m2.png
(1 px per um)
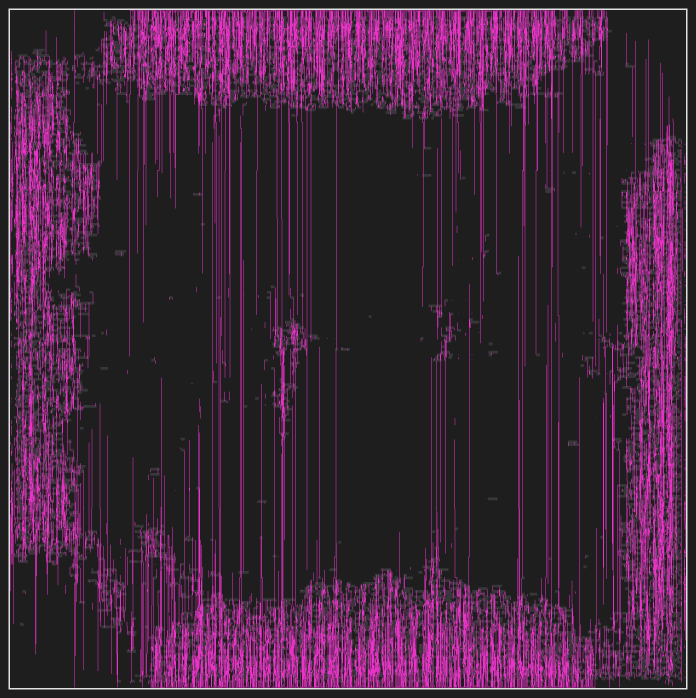
pinout.png
Pins as bars across the die edge, other pins in gray.
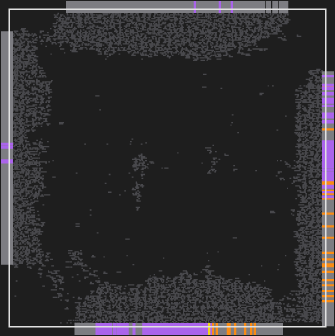
clock_wires.png
(1 px per um)
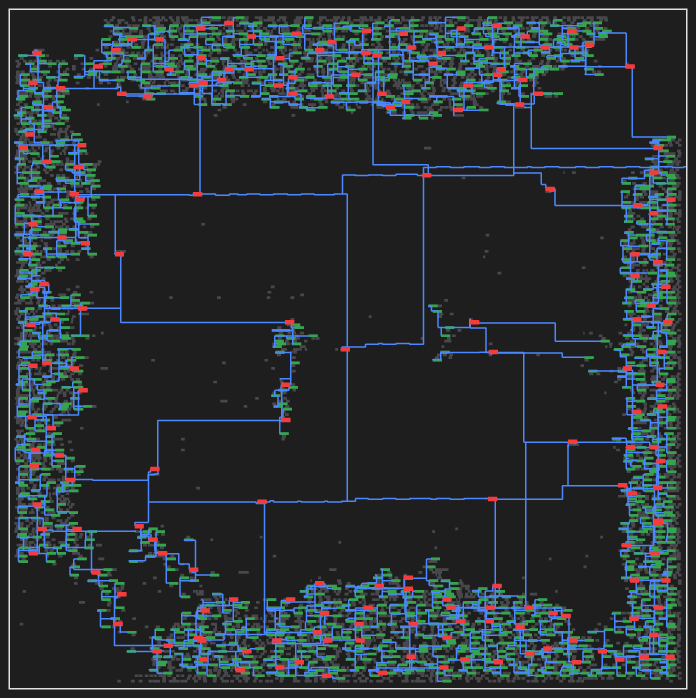
==> src/rtl/fft_bin_mul_sched.sv <==
// fft_bin_mul_sched: feeds snapshot spectrum bins through one shared pipelined complex multiplier and collects the products
//  start/busy/done  schedule handshake (done is a one-cycle pulse)
//  x*/y*_bus        input spectra, bin k at [k*W +: W], snapshotted on accepted start
//  cm_*             shared multiplier issue (valid + operands) and product return
//  zr_bus/zi_bus    registered product spectrum
module fft_bin_mul_sched #(
  parameter int W       = 32,
  parameter int NBIN    = 8,
  parameter int MUL_LAT = 2
) (
  input  logic              clk,
  input  logic              rst,
  input  logic              start,
  output logic              busy,
  output logic              done,
  input  logic [NBIN*W-1:0] xr_bus,
  input  logic [NBIN*W-1:0] xi_bus,
  input  logic [NBIN*W-1:0] yr_bus,
  input  logic [NBIN*W-1:0] yi_bus,
  output logic              cm_valid,
  output logic [W-1:0]      cm_ar,
  output logic [W-1:0]      cm_ai,
  output logic [W-1:0]      cm_br,
  output logic [W-1:0]      cm_bi,
  input  logic [W-1:0]      cm_pr,
  input  logic [W-1:0]      cm_pi,
  output logic [NBIN*W-1:0] zr_bus,
  output logic [NBIN*W-1:0] zi_bus
);
  localparam int KW = $clog2(NBIN);
  localparam logic [1:0] IDLE = 2'd0, ISSUE = 2'd1, DRAIN = 2'd2, DONE = 2'd3;
  logic [1:0] state_q, state_d;
  logic [KW-1:0] k_q, k_d;
  logic [W-1:0] xr_q [NBIN], xi_q [NBIN], yr_q [NBIN], yi_q [NBIN];
  logic [W-1:0] zr_q [NBIN], zi_q [NBIN];
  logic [MUL_LAT-1:0] tv_q, tv_sh;
  logic [KW-1:0] tk_q [MUL_LAT];
  logic load;
  // tv_sh drops the exiting stage: anything left is still in flight after this edge
  always_comb begin
    load    = state_q == IDLE && start;
    tv_sh   = tv_q << 1;
    state_d = state_q == IDLE  ? (start ? ISSUE : IDLE) :
              state_q == ISSUE ? (k_q == KW'(NBIN - 1) ? DRAIN : ISSUE) :
              state_q == DRAIN ? (|tv_sh ? DRAIN : DONE) : IDLE;
    k_d     = state_q == ISSUE ? k_q + 1'b1 : '0;
  end
  assign busy     = state_q != IDLE;
  assign done     = state_q == DONE;
  assign cm_valid = state_q == ISSUE;
  assign cm_ar    = cm_valid ? xr_q[k_q] : '0;
  assign cm_ai    = cm_valid ? xi_q[k_q] : '0;
  assign cm_br    = cm_valid ? yr_q[k_q] : '0;
  assign cm_bi    = cm_valid ? yi_q[k_q] : '0;
  for (genvar g = 0; g < NBIN; g++) begin : g_z
    assign zr_bus[g*W +: W] = zr_q[g];
    assign zi_bus[g*W +: W] = zi_q[g];
  end
  always_ff @(posedge clk or posedge rst) begin
    if (rst) begin
      state_q <= IDLE;
      k_q     <= '0;
      tv_q    <= '0;
      for (int i = 0; i < MUL_LAT; i++) tk_q[i] <= '0;
      for (int i = 0; i < NBIN; i++) begin
        xr_q[i] <= '0;
        xi_q[i] <= '0;
        yr_q[i] <= '0;
        yi_q[i] <= '0;
        zr_q[i] <= '0;
        zi_q[i] <= '0;
      end
    end else begin
      state_q <= state_d;
      k_q     <= k_d;
      tv_q    <= tv_sh | MUL_LAT'(cm_valid);
      for (int i = MUL_LAT - 1; i > 0; i--) tk_q[i] <= tk_q[i-1];
      tk_q[0] <= k_q;
      if (load)
        for (int i = 0; i < NBIN; i++) begin
          xr_q[i] <= xr_bus[i*W +: W];
          xi_q[i] <= xi_bus[i*W +: W];
          yr_q[i] <= yr_bus[i*W +: W];
          yi_q[i] <= yi_bus[i*W +: W];
        end
      if (tv_q[MUL_LAT-1]) begin
        zr_q[tk_q[MUL_LAT-1]] <= cm_pr;
        zi_q[tk_q[MUL_LAT-1]] <= cm_pi;
      end
    end
  end
endmodule

==> config.mk <==
export PLATFORM = sky130hd
export DESIGN_NAME = fft_bin_mul_sched
export DESIGN_NICKNAME = d
export VERILOG_FILES = /design/src/rtl/fft_bin_mul_sched.sv
export SDC_FILE = /design/constraint.sdc
export NUM_CORES = 2
export LEC_CHECK = 0
export ABC_CLOCK_PERIOD_IN_PS = 56600
export CAP_MARGIN = 25
export CORE_AREA = 4 4 672 674
export DETAILED_ROUTE_END_ITERATION = 10
export DIE_AREA = 0 0 676 678
export RECOVER_POWER = 25
export SLEW_MARGIN = 15
export SYNTH_ARGS = -nofsm -noshare
export SYNTH_HDL_FRONTEND = slang
export SYNTH_SLANG_ARGS = --single-unit
==> constraint.sdc <==
create_clock -name clk -period 56.6 [get_ports clk]
set_input_delay 11.32 -clock clk [delete_from_list [all_inputs] [get_ports clk]]
set_output_delay 11.32 -clock clk [all_outputs]
set_load 0.02 [all_outputs]
==> results.json <==
{
  "utilization_pct": 21.6,
  "pwr-share-seq_pct": 34.1,
  "wl_met1_um": 108000,
  "p_comb_w": 0.00266,
  "gr-usage-met1_pct": 13.2,
  "setup.worst_path.class": "in2async",
  "highest_layer": "met5",
  "htreeDepth": 4,
  "first_pass_iters": 5,
  "die_x_um": 676,
  "ys_seq_elements": 1549,
  "crit_start": "rst",
  "power_leader": "combinational logic",
  "cp-start-kind": "input pin",
  "cts.reportedPaths.clkPinSlew_ns": 0.06,
  "place.port_buffers": 1733,
  "warnings": 52,
  "synthCells": 4293,
  "wl_um": 288000,
  "die_area_sq_um": 458000,
  "yosys_cells": 4293,
  "combinationalPowerShare_pct": 44.9,
  "pwr_density_cell_nw_per_um2": 61.8,
  "antenna_found_initial": 128,
  "place_inst": 11800,
  "placed_area_sq_um": 89500,
  "max_slew_margin_pct": -344,
  "syn_to_final_growth_pct": 46.3,
  "fp-row-count": 245,
  "drv_cap": 11,
  "clock.latency.late_pin_ns": 0.86,
  "critical_path_required_ns": 57.59,
  "regArea_sq_um": 38800,
  "ys_warn_count": 0,
  "grtUsageMet2_pct": 22.1,
  "cts_setup_buffers": 0,
  "finalWorstSetupSlack_ns": 35.18,
  "drtIter0Drc": 2065,
  "synthXorXnorAreaFrac_pct": 0,
  "final_common_cell": "clkdlybuf4s50_1",
  "violations": "capacitance limit, slew limit",
  "swShare_pct": 36.9,
  "n_fill_cell": 47600,
  "floorplan.nets": 5386,
  "ioPinCount": 1734,
  "arrival_ns": 22.41,
  "ant_nets": 0,
  "muxShareOfSynthArea_pct": 34.2,
  "grt_pass1_wl_um": 388000,
  "p_sw_w": 0.00219,
  "clock_skew_ns": 0.0584,
  "drv_slew": 486,
  "fin_nets": 7118,
  "drc": 0,
  "status": "finished with violations",
  "syn_area_per_cell_sq_um": 15.3,
  "max_freq_mhz": 46.7,
  "via_count": 43900
}
Back to the opening pictures, m2.png:
The wires run mostly vertical. 6616 nets have wire on it. The layer holds 52% of the routed length. The layer carries 151 mm of wire.

Back to the opening pictures, pinout.png:
`xr_bus`: shown in purple, pins 256, direction input, edge 183 south, 62 east, 8 west, 3 north. `cm_pr`: shown in orange, pins 32, direction input, edge 24 east, 8 south. `busy`: shown in yellow, pins 1, direction output, edge south.

Back to the opening pictures, clock_wires.png:
flip-flops: shown in green, count 1549. clock wires: shown in blue, length 25.3 mm. clock-net drivers: shown in red, count 188.
There are 189 routed clock nets. Position of the flops: all over the die.

[flip-flops by register name (all words and copies together) (netlist names), named ones only]
| register | cells |
|---|---|
| zr_bus | 256 |
| state_q | 1 |
| yr_q | 256 |
| xr_q | 256 |
| tv_q | 2 |
| xi_q | 256 |
| k_q | 3 |
| zi_bus | 256 |
| yi_q | 256 |
| tk_q | 6 |
[kinds of logic after synthesis]
| kind of cell | after synthesis |
|---|---|
| and+or+nand+nor | 150 |
| muxes | 2049 |
| DFF | 1549 |
| AOI/OAI and AO/OA | 258 |
| buffers and inverters | 285 |
| adders and majority gates | 2 |
[critical path, cell delays in order]
cell and delay, ns:
dlygate4sd3_1 0.55, clkinvlp_2 2.87, clkbuf_1 4.83, buf_4 1.00
buf_4 0.72, buf_4 0.47, buf_16 0.31
[synth_stat cells]
library cell / n / area (sq um)
clkbuf_1: 57 / 214
and2_1: 3 / 18.8
nand4bb_1: 2 / 22.5
buf_6: 40 / 450
dfrtp_1: 1549 / 38800
nor2_4: 1 / 11.3
inv_1: 4 / 15.0
nand4_1: 1 / 6.26
or2_1: 121 / 757
ha_1: 2 / 25.0
nand2_1: 3 / 11.3
or4b_1: 1 / 10.0
buf_1: 16 / 60.1
nand4b_1: 4 / 35.0
nor3b_1: 2 / 15.0
mux2i_1: 512 / 5120
o22ai_1: 257 / 1610
mux2_2: 1222 / 13800
nand2b_1: 1 / 6.26
mux2_1: 315 / 3550
buf_2: 103 / 515
buf_4: 65 / 488
or2_2: 8 / 50.1
nor2_1: 1 / 3.75
o21ai_0: 1 / 5.00
nor3_2: 2 / 20.0
[layout make-up]
cell class,instances,area share [%]
sequential,1549,40.4
antenna,53,0.138
multi-input combinational,2459,26.2
inverter,4,0.0170
timing repair buffer,1823,18.9
clock inverter,72,1.01
tap,5928,7.73
clock buffer,264,5.56
No activity file was given, so power comes from the tool's default toggle rates.
